**src/rtl/defines_pkg.sv**
```systemverilog
// defines_pkg: instruction-line fill geometry and fill FSM state encoding
package defines_pkg;
  localparam int LINE_BITS = 1024;
  localparam int QW_BITS = 128;
  localparam int QW_PER_LINE = 8;
  localparam logic [3:0] LAST_QW = 4'(QW_PER_LINE - 1);
  typedef enum logic [1:0] {IDLE, ISSUE, DRAIN, DONE} fill_state_e;
endpackage

```
**src/rtl/icache_fill.sv**
```systemverilog
// icache_fill: fetches one 128-byte line from local store as eight pipelined quadword reads
module icache_fill
  import defines_pkg::*;
#(
  parameter logic [31:0] LS_ADDR_MASK = 32'h0003_FFFF
) (
  input  logic                 clk,
  input  logic                 rst,
  input  logic                 fill_req,
  input  logic [31:0]          fill_pc,
  input  logic                 flush,
  output logic                 ls_req,
  input  logic                 ls_gnt,
  output logic [31:0]          ls_addr,
  input  logic [QW_BITS-1:0]   ls_rdata,
  output logic [LINE_BITS-1:0] cache_line,
  output logic                 cache_wr,
  output logic [24:0]          cache_tag,
  output logic                 fill_busy
);
  fill_state_e state, state_nxt;
  logic [31:0] base;
  logic [3:0] iss, rcv;
  logic rd_vld, accept, abort, grant;
  assign accept = fill_req && (state == IDLE || flush);
  assign abort = flush && state != IDLE;
  assign grant = ls_req && ls_gnt;
  assign ls_addr = (base + {25'b0, iss[2:0], 4'b0}) & LS_ADDR_MASK;
  assign cache_tag = base[31:7];
  // state register
  always_ff @(posedge clk or negedge rst)
    if (!rst) state <= IDLE;
    else state <= state_nxt;
  // next state and per-state outputs; a new request or a flush overrides normal sequencing
  always_comb begin
    state_nxt = state;
    ls_req = 1'b0;
    cache_wr = 1'b0;
    fill_busy = state != IDLE;
    case (state)
      ISSUE: begin
        ls_req = 1'b1;
        state_nxt = (ls_gnt && iss == LAST_QW) ? DRAIN : ISSUE;
      end
      DRAIN: state_nxt = (rd_vld && rcv == LAST_QW) ? DONE : DRAIN;
      DONE: begin
        cache_wr = !flush;
        state_nxt = IDLE;
      end
      default: state_nxt = IDLE;
    endcase
    state_nxt = accept ? ISSUE : abort ? IDLE : state_nxt;
  end
  // line bookkeeping; quadword 0 lands in the most significant 128 bits of the line
  always_ff @(posedge clk or negedge rst)
    if (!rst) begin
      base <= '0;
      iss <= '0;
      rcv <= '0;
      rd_vld <= 1'b0;
      cache_line <= '0;
    end else if (accept) begin
      base <= fill_pc & ~32'h7F;
      iss <= '0;
      rcv <= '0;
      rd_vld <= 1'b0;
      cache_line <= '0;
    end else begin
      rd_vld <= grant && !flush;
      if (grant) iss <= iss + 4'd1;
      if (rd_vld && !abort) begin
        cache_line[{~rcv[2:0], 7'b0} +: QW_BITS] <= ls_rdata;
        rcv <= rcv + 4'd1;
      end
    end
endmodule

```
**config.mk**
```make
export PLATFORM = sky130hd
export DESIGN_NAME = icache_fill
export DESIGN_NICKNAME = d
export VERILOG_FILES = /design/src/rtl/defines_pkg.sv /design/src/rtl/icache_fill.sv
export SDC_FILE = /design/constraint.sdc
export NUM_CORES = 2
export LEC_CHECK = 0
export CORE_AREA = 2 2 488 490
export DETAILED_ROUTE_END_ITERATION = 7
export DIE_AREA = 0 0 490 492
export GPL_TIMING_DRIVEN = 0
export PLACE_DENSITY = 0.49
export SLEW_MARGIN = 25
export SYNTH_ARGS = -nofsm -noshare
export SYNTH_HDL_FRONTEND = slang
export SYNTH_SLANG_ARGS = --single-unit
```
**constraint.sdc**
```tcl
create_clock -name clk -period 2.6 [get_ports clk]
set_input_delay 0.39 -clock clk [delete_from_list [all_inputs] [get_ports clk]]
set_output_delay 0.39 -clock clk [all_outputs]
set_load 0.03 [all_outputs]
```
==> images/ff_map.png <==
Bar = 100 um. Other sequential cells in the stronger grey, the rest of the logic in the fainter grey.
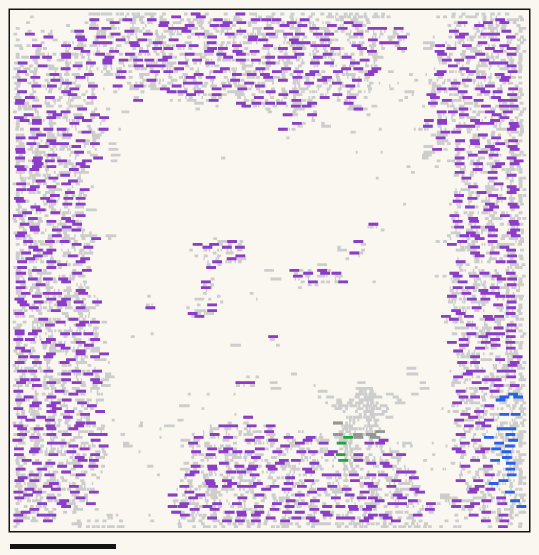
base -> blue  # placed flops 25, where bottom right
iss -> green  # placed flops 4
cache_line -> purple  # placed flops 1024, where all over the die
not coloured = 7
Seq/total area: 40.06%
Final Util: 28.02%
Reg area: 26530 um^2
sequential power: 17.3 mW

==> images/congestion_map.png <==
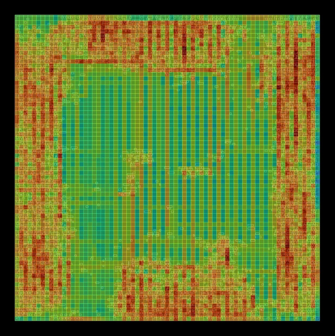
gr usage total: 20.92%
met3 usage: 7.303%
met1 Use GR: 23.91%
GR peak layer: met2

==> flow_summary.ini <==
; implementation run metrics
[synthesis]
async_flop_share_pct = 100.0
syn-instance-count = 3901
synth.top_cells.by_count = nand2_1 (1289), dfrtp_1 (1060), mux2i_1 (844)
ys_seq_share_pct = 60.54
post-synth-top-count-cell = nand2_1
synth_warnings = 0
syn-cell-area_um2 = 43820
topCombFamilyByArea = multiplexers
ys_sh_xor_pct = 0.09994

[worst_setup_path]
crit_fanout = 10
crit_chain = ha_2 > nand2b_1 > a2111o_1 > clkbuf_8 > clkbuf_2 > o21ai_0
crit_path_start_kind = flip-flop
critPathSlowestCell = dfrtp_2
cp.required_ns = 3.28

[timing]
whs_ns = -0.3675
finalHoldViolCount = 221
rsz0062_at_grt = true
fmax_mhz = 394.8

[power]
p_comb_share_pct = 15.7

[clock_network]
cts_tree = done
ctsLongestPathBuffers = 3
ctsHtreeMaxLevel = 4

[routing]
drt-pass1-iter-count = 7

[run_status]
violations = hold timing
status = complete, but fails checks

[placed_design]
pre_cts_ws_ns = -1.860

[final_layout]
instances_no_fill = 8599

[hold_path]
hp-class = input pin to async pin
==> images/gates.png <==
Bar = 100 um.
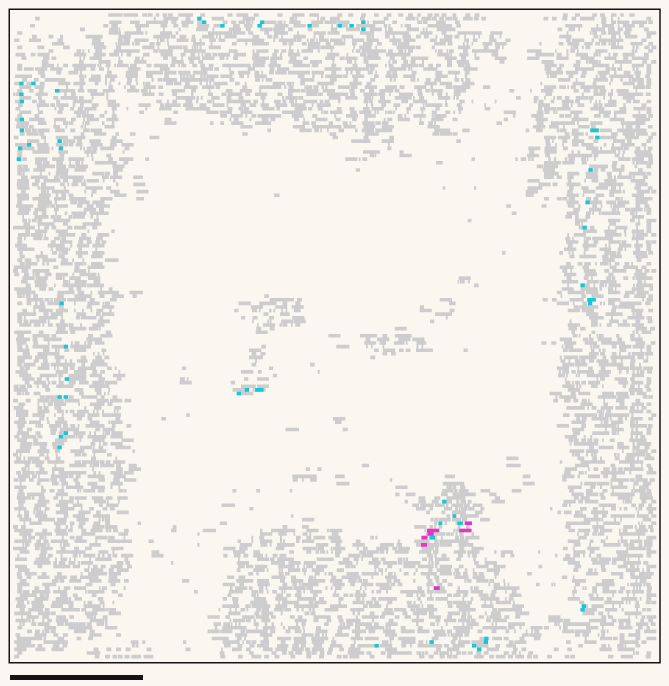
fa/ha/maj cells -> magenta  # cells 7, most used ha_1
non-inverting ao/oa cells -> cyan  # cells 57, most used a22o_1, where all over the die

==> images/class_map.png <==
Bar = 100 um.
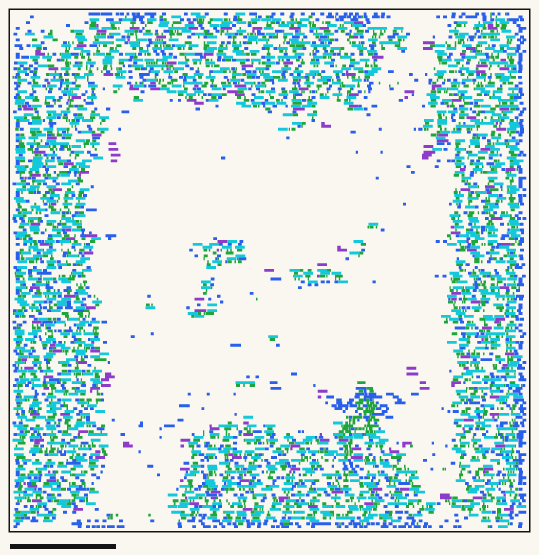
clock drivers and dummy loads -> purple  # cells 240, share of their area 7.2%
sequential cells -> cyan  # cells 1060, share of their area 43%
remaining buffers and delay cells -> blue  # cells 1585, share of their area 25%
remaining logic cells -> green  # cells 2534, share of their area 25%
Core ar.: 236300 um^2
Core Rows: 179
final instance area: 66210 um^2

[flip-flops by register name (all words and copies together), names as in the netlist]
name,cells
rcv,4
rd_vld,1
cache_line,1024
iss,4
base,25
state,2
[final cells by class]
type | instances | area, um^2
timing repair buffer | 1267 | 13070
antenna | 13 | 32.53
multi-input combinational | 2530 | 15740
inverter | 4 | 15.01
tap | 3167 | 3963
fill | 24770 | 170100
buffer | 318 | 2409
sequential | 1060 | 26530
clock buffer | 198 | 3886
clock inverter | 42 | 574.3
[timing repair]
action / CTS / global route
pin swaps: 6 / 3
buffers inserted: 13 / 1
setup endpoints to repair: 1065 / 549
gates cloned: 3 / 0
endpoints found under the hold margin: 101 / 221
gates resized: 266 / 76
No activity file was given, so power comes from the tool's default toggle rates.
